Design conv1_window_ctrl_flat, sky130hd; sources not shown.
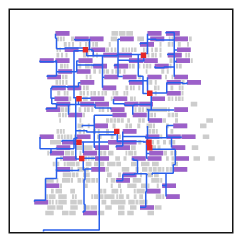
(clock wires, drivers and flops)
Drawn at 2 px/µm.
- red: clock-net drivers (count 9)
- blue: clock wires (length 1010 µm)
- purple: flip-flops (count 90)
- routed clock nets: 10
clk_skew: 0.0162 ns
clk pwr: 0.465 mW

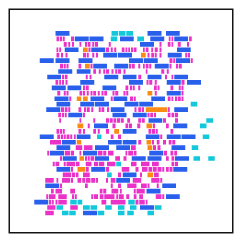
(placement by cell class)
Drawn at 2 px/µm.
- magenta: remaining logic cells (cells 320)
- orange: clock drivers and dummy loads (cells 16)
- cyan: remaining buffers and delay cells (cells 31)
- blue: sequential cells (cells 90)
Final Core Density: 46.7%
sequential share of cell area: 44.3%
# rows: 34
design area: 4070 µm²

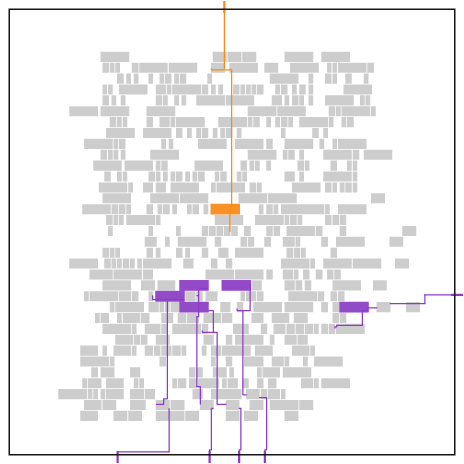
(nets reached from selected ports)
Drawn at 4 px/µm.
- orange: win_if_pixel_7 (bits 1; direction output; end cells 1; wire 62.5 µm)
- purple: win_if_win_row (bits 5; direction output; end cells 5; wire 232 µm)
IO Port Bufs: 27
Ports: 28

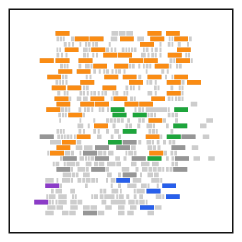
(sequential cells coloured by netlist name)
Drawn at 2 px/µm. Other sequential cells in the stronger grey, the rest of the logic in the fainter grey.
- orange: u_core.u_line_buf.sr_q (placed flops 58)
- blue: u_core.col_q (placed flops 5)
- purple: u_core.state_q (placed flops 2)
- green: u_core.win_q (placed flops 9; where centre)
- not coloured: 16
storage element area: 1800 µm²
Seq group: 0.841 mW

==> reports/results.tsv <==
stage	metric	value	unit
cts	numClockSinks	90	
cts	clkTransAtPathRegs	0.15	ns
layout	comb_share	40.4	%
final_timing	post-route-period-util	72.9	%
floorplanning	die_y	111	µm
final_timing	whs	0.445	ns
global_routing	grt_pass1_vias	2695	
cts	clock_latency	0.42	ns
layout	nFillCells	819	
global_routing	grt.total_usage	12.1	%
synth	synthDistinctLibCells	38	
synth	ys_sh_simple	20.6	%
cts	htree_levels	3	
cts	cts_hold_buf	0	
routing	drc	0	
global_routing	overflow	0	
routing	dr_wl_met3	182	µm
routing	drt_iter0_drc	203	
layout	final_layout_size_suffix_gt1_share	6.56	%
run	max_cap_violations	0	
critical_path	crit_path_cell_trace	inv_1 -> ha_1 -> clkdlybuf4s50_1	
global_routing	antenna_found_initial	0	
synth	fa_ha_area_share	4.51	%
layout	final_cells	565	
synth	yosys-stat-cells	440	
pwr	internal_power	1.15	mW
floorplanning	fp_util	41.4	%
synth	ys_area	3610	µm²
critical_path	worst-r2r-cell-count	6	
layout	largest_reg_flops	58	
routing	top_layer	met4	
place	dp_cells	549	
synth	syn_inst	440	
final_timing	rsz0062_at_grt	false	
layout	inverters	11	
synth	syn_area_per_cell	8.20	µm²
critical_path	worstPathRequired	3.15	ns
critical_path	reg2reg_slack	2.13	ns
synth	ys_top_logic_family	simple AND/OR/NAND/NOR gates	
global_routing	grt_start_max_net_pins	59	
pwr	p_clk_share	25.9	%
final_timing	slew_headroom	37.3	%
routing	drt_first_pass_iters	4	
global_routing	busiest_layer	met2	
synth	mux_area_share	1.53	%
global_routing	use_met3	2.81	%
layout	final_nets	470	
final_timing	max_freq	305	MHz
floorplanning	die_x	111	µm
cts	root_buffer	clkbuf_4	
final_timing	worstMarginPinSlew	0.935	ns
synth	floorplan.nets	458	
pwr	pwr_density_cell	440	nW/µm²
critical_path	max_stage_delay	0.63	ns
critical_path	crit_family	buffers and inverters	
final_timing	fin_crit	3.28	ns
global_routing	use_met2	19.7	%
layout	flops	90	
floorplanning	coreArea	8720	µm²
critical_path	start_kind	flip-flop	
final_timing	finalSetupViolations	0	
pwr	sw_frac_of_total	36.1	%
synth	syn_area	3610	µm²
cts	cts_tree	yes	
critical_path	worstPathMaxFanout	11	
pwr	pg_comb	0.488	mW
final_timing	slew_viol_final	0	
synth	yosysTopAreaCell	dfxtp_1	
routing	routed-via-count	2875	
synth	ys_warn_count	0	
critical_path	path_buffers	2	
critical_path	critical_path_class	reg -> out	
min_path	hold_class	reg -> reg	
pwr	seqPwrFrac	46.9	%
layout	clkCellAreaFrac	3.69	%
routing	wl	7240	µm
pwr	p_sw	0.647	mW
synth	ys_seq_share	49.9	%
cts	cts_setup_buffers	0	
global_routing	grt_first_pass_wirelength	12700	µm
cts	clockBufferDepth	2	
cts	cts-buffers-inserted	9	
pwr	irDropWorstVdd	0.264	mV
place	hpwl	4790	µm
critical_path	slowest_stage	clkdlybuf4s50_1	
pwr	leakage	1.31	nW
critical_path	crit_cells	3	
layout	dominant_cells	flip-flops and latches	
layout	diodes	0	
min_path	whs_path_depth	2	
pwr	p_total	1.79	mW
run	warning_count	34	
global_routing	use_met1	14.7	%
pwr	combPwrFrac	27.2	%
synth	area_leaders	dfxtp_1, nand2_1, a21oi_1	
routing	viasPerCell	5.09	
status	status	finished clean	
synth	xor_area_share	1.46	%
layout	area_growth	12.8	%
final_timing	tns	0	ns
pwr	power_leader	registers	
critical_path	crit_arrival	1.93	ns
synth	top_area_share	49.9	%
critical_path	end_kind	output port	
routing	wl_per_cell	12.8	µm
routing	wl_met1	3390	µm
cts	cts-resized-gates	0	
floorplanning	tap_cells	108	
synth	numSynthFlops	90	
routing	wl_met2	3610	µm
layout	final-nonclk-buf-share	7.38	%
layout	buffers	31	
layout	logic_area	1640	µm²
routing	postRouteAntennaNets	0	
layout	n_clock_buffer	10	
layout	comb_cells	309	
synth	aoi_share	17.4	%
floorplanning	die_area	12300	µm²
final_timing	finalHoldViolations	0	
[synthesized netlist by cell type]
| cell type | count |
|---|---|
| buf_1 | 1 |
| o31ai_2 | 1 |
| clkbuf_1 | 19 |
| and4b_1 | 1 |
| o31a_1 | 1 |
| nand2_1 | 130 |
| o221a_2 | 2 |
| or3_1 | 2 |
| mux2i_1 | 4 |
| nand4_1 | 1 |
| nor2_1 | 8 |
| a311oi_1 | 1 |
| o211ai_4 | 1 |
| or4_1 | 1 |
| dfxtp_1 | 90 |
| a21oi_1 | 81 |
| mux2_4 | 1 |
| nor3_1 | 4 |
| and2_1 | 1 |
| o31ai_1 | 1 |
| o32ai_1 | 1 |
| a211oi_1 | 5 |
| inv_1 | 11 |
| ha_1 | 13 |
| nor3_2 | 1 |
| nor2b_1 | 3 |
| nand2b_1 | 3 |
| nor3b_1 | 1 |
| and4b_4 | 1 |
| buf_4 | 1 |
| o32ai_2 | 1 |
| xnor2_1 | 4 |
| o21ai_0 | 13 |
| xor2_1 | 2 |
| or2b_1 | 1 |
| o22ai_1 | 2 |
| nand3_1 | 17 |
| buf_2 | 9 |
[cell usage in the layout, fill, tap and decap left out, types with 2 or more instances in the layout]
master and instances:
a21oi_1 81, buf_4 4, xor2_1 2, nor3_1 4
nor2_1 8, clkbuf_4 10, o21ai_0 13, nor2b_1 3
a211oi_1 5, mux2i_1 4, dfxtp_1 90, nand2_1 129
nand2b_1 3, o22ai_1 2, nand3_1 17, clkdlybuf4s50_1 27
inv_1 11, or3_1 2, clkinv_4 2, xnor2_1 4
ha_1 13, o221a_2 2
[per-stage QoR]
step | area [µm²] | setup WS, ns
2_1_floorplan | 3610 | 2.21
3_3_place_gp | 3920 | 1.42
3_5_place_dp | 3920 | 1.36
4_1_cts | 4070 | 1.19
5_1_grt | 4070 | 1.08
6_report | 4070 | 1.22
No activity file was given, so power comes from the tool's default toggle rates.
